==> images/logic_types.png <==
Scale: 2 px per um.
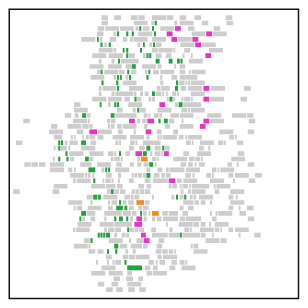
==> images/layer_met3.png <==
Scale: 3 px per um.
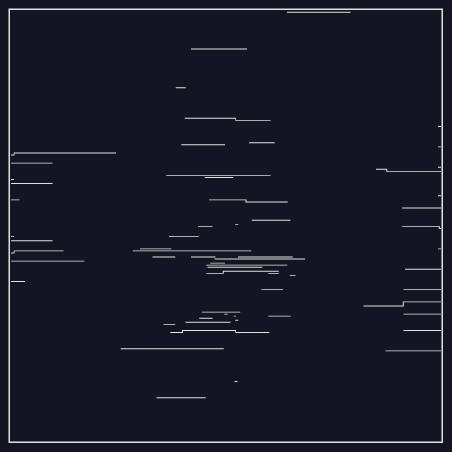
==> images/clk_routes.png <==
Scale: 3 px per um.
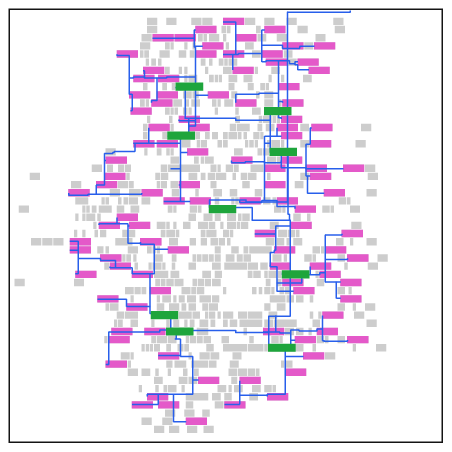
[config.mk]
export PLATFORM = sky130hd
export DESIGN_NAME = lcd_sync_decoder
export DESIGN_NICKNAME = d
export VERILOG_FILES = /design/src/rtl/lcd_sync_decoder.sv
export SDC_FILE = /design/constraint.sdc
export NUM_CORES = 1
export LEC_CHECK = 0
export CAP_MARGIN = 25
export CORE_UTILIZATION = 25
export DETAILED_ROUTE_END_ITERATION = 10
export GPL_ROUTABILITY_DRIVEN = 1
export SLEW_MARGIN = 15
export SYNTH_ARGS = -nofsm -noshare
export SYNTH_HDL_FRONTEND = slang
export SYNTH_SLANG_ARGS = --single-unit
[constraint.sdc]
create_clock -name CLK -period 3.8 [get_ports CLK]
set_clock_uncertainty 0.2 [all_clocks]
set_input_delay 0.38 -clock CLK [delete_from_list [all_inputs] [get_ports CLK]]
set_output_delay 0.38 -clock CLK [all_outputs]
set_load 0.05 [all_outputs]
[src/rtl/lcd_sync_decoder.sv]
// Receive-side LCD sync decoder: recovers pixel X/Y from HSYNC/VSYNC/DEN,
// measures active width/height and declares lock once the timing repeats.
//
// state   | meaning
// SEARCH  | waiting for the first VSYNC fall; the partial frame is discarded
// MEASURE | counting consecutive consistent frames toward lock
// LOCKED  | timing stable; an inconsistent frame pulses ERR and drops lock
module lcd_sync_decoder #(
  parameter int MAX_WIDTH   = 1024,
  parameter int MAX_HEIGHT  = 1024,
  parameter int LOCK_FRAMES = 2
) (
  input  logic        CLK,
  input  logic        RST_IN,
  input  logic        HSYNC,
  input  logic        VSYNC,
  input  logic        DEN,
  output logic        PIXEL_VALID,
  output logic [10:0] X,
  output logic [10:0] Y,
  output logic        LINE_START,
  output logic        FRAME_START,
  output logic [10:0] WIDTH,
  output logic [10:0] HEIGHT,
  output logic        LOCKED,
  output logic        ERR
);

  localparam logic [10:0] X_MAX     = 11'(MAX_WIDTH - 1);
  localparam logic [10:0] H_MAX     = 11'(MAX_HEIGHT);
  localparam logic [3:0]  LOCK_LAST = 4'(LOCK_FRAMES - 1);

  typedef enum logic [1:0] {ST_SEARCH, ST_MEASURE, ST_LOCKED} state_t;

  state_t      state, state_nxt;
  logic [3:0]  cnt, cnt_nxt, cnt_inc;
  logic        err_nxt;

  logic        den_q, vs_q;
  logic        den_rise, den_fall, vs_fall;
  logic [10:0] line_cnt;
  logic [10:0] first_w;
  logic        first_w_vld;
  logic        line_hs_bad, x_sat, frame_bad, h_ovf;
  logic [10:0] prev_w, prev_h;
  logic [10:0] cur_w, frame_w, frame_h;
  logic        line_bad, frame_ok;

  always_comb begin
    den_rise = DEN & ~den_q;
    den_fall = ~DEN & den_q;
    vs_fall  = ~VSYNC & vs_q;
    cur_w    = X + 11'd1;
    // A line closing on the same edge as the frame still counts toward it.
    line_bad = den_fall & (x_sat | line_hs_bad | (first_w_vld & (cur_w != first_w)));
    frame_w  = first_w_vld ? first_w : (den_fall ? cur_w : 11'd0);
    frame_h  = line_cnt;
    frame_ok = ~frame_bad & ~line_bad & ~h_ovf & (frame_h != 11'd0) &
               (frame_w == prev_w) & (frame_h == prev_h);
  end

  always_ff @(posedge CLK) begin
    if (RST_IN) begin
      state  <= ST_SEARCH;
      cnt    <= '0;
      LOCKED <= 1'b0;
      ERR    <= 1'b0;
    end else begin
      state  <= state_nxt;
      cnt    <= cnt_nxt;
      LOCKED <= (state_nxt == ST_LOCKED);
      ERR    <= err_nxt;
    end
  end

  always_comb begin
    state_nxt = state;
    cnt_nxt   = cnt;
    err_nxt   = 1'b0;
    cnt_inc   = cnt + 4'd1;
    case (state)
      ST_SEARCH: begin
        if (vs_fall) begin
          state_nxt = ST_MEASURE;
          cnt_nxt   = '0;
        end
      end
      ST_MEASURE: begin
        if (vs_fall) begin
          if (frame_ok) begin
            if (cnt_inc >= LOCK_LAST) begin
              state_nxt = ST_LOCKED;
              cnt_nxt   = '0;
            end else begin
              cnt_nxt = cnt_inc;
            end
          end else begin
            cnt_nxt = '0;
          end
        end
      end
      ST_LOCKED: begin
        if (vs_fall && !frame_ok) begin
          state_nxt = ST_MEASURE;
          cnt_nxt   = '0;
          err_nxt   = 1'b1;
        end
      end
      default: begin
        state_nxt = ST_SEARCH;
        cnt_nxt   = '0;
      end
    endcase
  end

  always_ff @(posedge CLK) begin
    if (RST_IN) begin
      den_q       <= 1'b0;
      vs_q        <= 1'b0;
      PIXEL_VALID <= 1'b0;
      LINE_START  <= 1'b0;
      FRAME_START <= 1'b0;
      X           <= '0;
      Y           <= '0;
      WIDTH       <= '0;
      HEIGHT      <= '0;
      line_cnt    <= '0;
      first_w     <= '0;
      first_w_vld <= 1'b0;
      line_hs_bad <= 1'b0;
      x_sat       <= 1'b0;
      frame_bad   <= 1'b0;
      h_ovf       <= 1'b0;
      prev_w      <= '0;
      prev_h      <= '0;
    end else begin
      den_q       <= DEN;
      vs_q        <= VSYNC;
      PIXEL_VALID <= DEN;
      LINE_START  <= den_rise;
      FRAME_START <= vs_fall;

      if (DEN) begin
        if (den_rise) begin
          X           <= '0;
          Y           <= vs_fall ? 11'd0 : line_cnt;
          line_hs_bad <= ~HSYNC;
          x_sat       <= 1'b0;
        end else begin
          // x_sat records that the line ran past the last legal column.
          X           <= (X == X_MAX) ? X : X + 11'd1;
          x_sat       <= x_sat | (X == X_MAX);
          line_hs_bad <= line_hs_bad | ~HSYNC;
        end
      end

      if (vs_fall) begin
        line_cnt    <= den_rise ? 11'd1 : 11'd0;
        first_w_vld <= 1'b0;
        frame_bad   <= 1'b0;
        h_ovf       <= 1'b0;
        if (state != ST_SEARCH) begin
          prev_w <= frame_w;
          prev_h <= frame_h;
          if (frame_h != 11'd0) begin
            WIDTH  <= frame_w;
            HEIGHT <= frame_h;
          end
        end
      end else begin
        if (den_fall) begin
          if (!first_w_vld) begin
            first_w     <= cur_w;
            first_w_vld <= 1'b1;
          end
          if (line_bad) frame_bad <= 1'b1;
        end
        // A line beyond MAX_HEIGHT saturates the count and poisons the frame.
        if (den_rise) begin
          if (line_cnt == H_MAX) h_ovf    <= 1'b1;
          else                   line_cnt <= line_cnt + 11'd1;
        end
      end
    end
  end

endmodule
==> deck_impl_summary.md <==
Synthesis and Place & Route Summary

Outcome
  • Outcome: complete, no violations

Global route
  • M1 GR Usage: 18.82%
  • Largest net degree at the start of global routing: 32
  • GRT Residual Overflow: 0
  • Total GRT Usage: 13.58%
  • GRT busiest layer: met2
  • First-pass GRT wire length: 21,650 um
  • Initial antenna violation count: 0
  • Met3 usage: 2.932%
  • Number of global-route vias before repair: around 3,900
  • Met2 Usage GRT: 20.42%

Floorplan
  • # Taps: around 270
  • I/O pin cnt: 54
  • Std-Cell Rows: 51
  • Die y size: 143.9 um
  • Pre-Place Util: about a quarter
  • Die width: 143.9 um
  • Core area: slightly below 20,000 um^2
  • Die ar.: 20,700 um^2

Synthesis
  • Top-count cell post-synth: dfxtp_1
  • Yosys Instances: between 500 and 600
  • Syn Nets: 590
  • Unique cell types: 77
  • Async set-or-reset flop fraction in the synthesized netlist: 0%
  • Synth area leader: dfxtp_1
  • Top cells by count, synth: dfxtp_1, nor2_1, nand2_1
  • Sequential area share after synthesis: between 40% and 50%
  • Number of enable flip-flop cells: 0
  • Top cells by area: dfxtp_1, xnor2_1, nor2_1, nand2_1, a211oi_1
  • Max-area cell share: 41.77%
  • YS warnings: 0
  • Main flop type: dfxtp_1
  • Syn Area/Cell: 8.676 um^2
  • Post-Synthesis Cells: between 500 and 600
  • Mapped cell area: 5032 um^2
  • Yosys stat area: 5032 um^2

Pwr
  • Flop pwr share: 51.1%
  • Pwr Total: 2222 uW
  • Clock power frac: 42.0%
  • Worst-case vdd ir drop: 0.1952 mV
  • Pleak: around 0.002 uW
  • Sw Ratio: 23.51%
  • Logic pwr share: 6.9%
  • PwrDens: approximately 360 nW/um^2
  • Sw power: 522.3 uW
  • Internal power: 1699 uW

Cells and area
  • Area growth syn-to-layout: 21.53%
  • Nets: roughly 620
  • Fillers: 2,076
  • Logic share of the area: 44.27%
  • Top cells excl fill/tap: dfxtp_1, nor2_1, nand2_1, clkdlybuf4s50_1, a21oi_1
  • Seq/total area: 34.37%
  • Non-CTS buffers: 68
  • Clock Buffer Count: 12
  • Reg area: 2102 um^2
  • Most instantiated logic cell after routing: dfxtp_1
  • Post-Layout Cell Count: 884
  • Combinational Area: roughly 2700 um^2
  • Layout cells sized above 1: 8.401%
  • Layout non-clock buf frac: roughly a tenth
  • Count of non-CTS inverters in the layout: 10
  • Largest class: multi-input combinational cells
  • # diodes: 0
  • Flip-flops: approximately 110
  • #MultiIn Comb: 420
  • Clk cell area share: between 4 and 5%

Run
  • Tool warnings: 28
  • Max Cap Viol: 0

Final timing
  • Setup Total Neg Slack: 0 ns
  • Final hold vios: 0
  • RSZ-0062 raised after global routing: no
  • Worst Tran Pin Value: 0.8278 ns
  • Fmax: 315.0 MHz
  • Final min period: 3.175 ns
  • Pins Over Slew Limit: 0
  • Max_slew headroom: approximately 44%
  • Final setup violation count: 0
  • Fin crit share: 83.54%

Critical path
  • CP Buf/Inv Count: 0
  • CP Class: register to register
  • Crit-path max FO: 7
  • Largest stage delay, worst path: 0.62 ns
  • Crit path cell chain: ha_1 > nand3_1 > or4b_4 > a31oi_4 > o221ai_2 > nor4_4 > nand3_2 > o32ai_1
  • Top cell family by delay on the critical path: simple AND/OR/NAND/NOR gates
  • CP Capture Type: register
  • Critical Path RT: 3.85 ns
  • Critical Path AT: 3.23 ns

Detailed routing
  • ANT nets after route: 0
  • DRC: 0
  • Initial drt markers: around 300
  • Wirelength per Cell: roughly 15 um
  • Met1 Routed Length: 6471 um
  • Highest metal used: met4
  • Drt total wl: approximately 13,000 um
  • Vias per cell: 4.724
  • Met2 wire length: 5922 um
  • Met3 Wirelength: 789 um
  • Vias after detailed routing: ~4,200
  • Drt first pass iters: 5

Clock tree
  • TritonCTS Buffers: 9
  • Clock Sinks: roughly 110
  • Late-Pin Clk Latency: about 0.35 ns
  • CTS tree: done
  • Clock Root Buffer: clkbuf_16
  • CTS clk-pin slew, worst paths: 0.07 ns
  • Clk buf depth: 2
  • H-tree levels: 3
  • Post-cts hold-fix buffer tally: 0
  • # Post-CTS Setup Buffers: 0
  • Post-CTS sizing: 0

Placed design
  • Detail Placement HPWL: 9821 um
  • Placer congestion estimate: 0.9026
  • Buffers on Ports: 53
  • Placed insts: 868

Hold path
  • Min-Delay Path Class: register to register
About logic_types.png:
[mux cells] orange | cells: 3
[nand cells] green | cells: 92
[non-inverting ao/oa cells] magenta | cells: 23

About layer_met3.png:
longest straight run: 39.1 um
main direction: horizontal

About clk_routes.png:
[clock wires] blue | length: 1,290 um
[clock drivers] green | count: 9
[flip-flops] magenta | count: 105
routed clock nets: 10

metrics by stage:
stage | area, um^2 | setup slack, ns | hold slack (ns) | utilization [%]
floorplan | 5032 | 0.6673 | 0.2099 | -
global placement | 5817 | 0.4849 | 0.2215 | 29.69
detailed placement | 5817 | 0.4476 | 0.2329 | 29.69
CTS | 6116 | 0.6465 | 0.2434 | 31.22
global route | 6116 | 0.4003 | 0.2710 | 31.22
finish | 6116 | 0.6255 | 0.2370 | 31.22
final timing paths:
| check | startpoint | cells after the start | slack, ns | end |
|---|---|---|---|---|
| max | X[1]$_SDFFE_PP0P_ | 8 | 0.63 | LOCKED$_SDFF_PP0_ |
| min | cnt[2]$_SDFFE_PP0P_ | 2 | 0.24 | cnt[2]$_SDFFE_PP0P_ |
| max reg2reg | X[1]$_SDFFE_PP0P_ | 8 | 0.63 | LOCKED$_SDFF_PP0_ |
| min reg2reg | cnt[2]$_SDFFE_PP0P_ | 2 | 0.24 | cnt[2]$_SDFFE_PP0P_ |
kinds of logic after synthesis:
logic type	count (synthesis)	synth area share [%]
fa+ha+maj	5	1.243
xor+xnor	53	9.498
simple gates	224	22.70
buf+inv	55	4.525
flops	105	41.77
mux	3	0.6216
compound gates	135	19.64
worst min-delay path, cell delays in order (launching register included):
cell	delay, ns
dfxtp_1	0.31
nand2_1	0.05
nor2_1	0.03
power groups by stage:
stage	Combinational [uW]	Sequential (uW)	Clock, uW
after floorplan	104	1160	0
after global placement	152	1160	0
after detailed placement	152	1160	0
after CTS	153	1130	960
after global routing	167	1140	1020
final	153	1140	934
sequential cells by signal, summed over array words and instances (netlist names), 4 cells and up:
| name | flops |
|---|---|
| first_w | 11 |
| cnt | 4 |
| frame_h | 11 |
| WIDTH | 11 |
| prev_w | 11 |
| X | 11 |
| HEIGHT | 11 |
| prev_h | 11 |
| Y | 11 |
Power figures rest on the tool's default switching activity, not on a simulated workload.
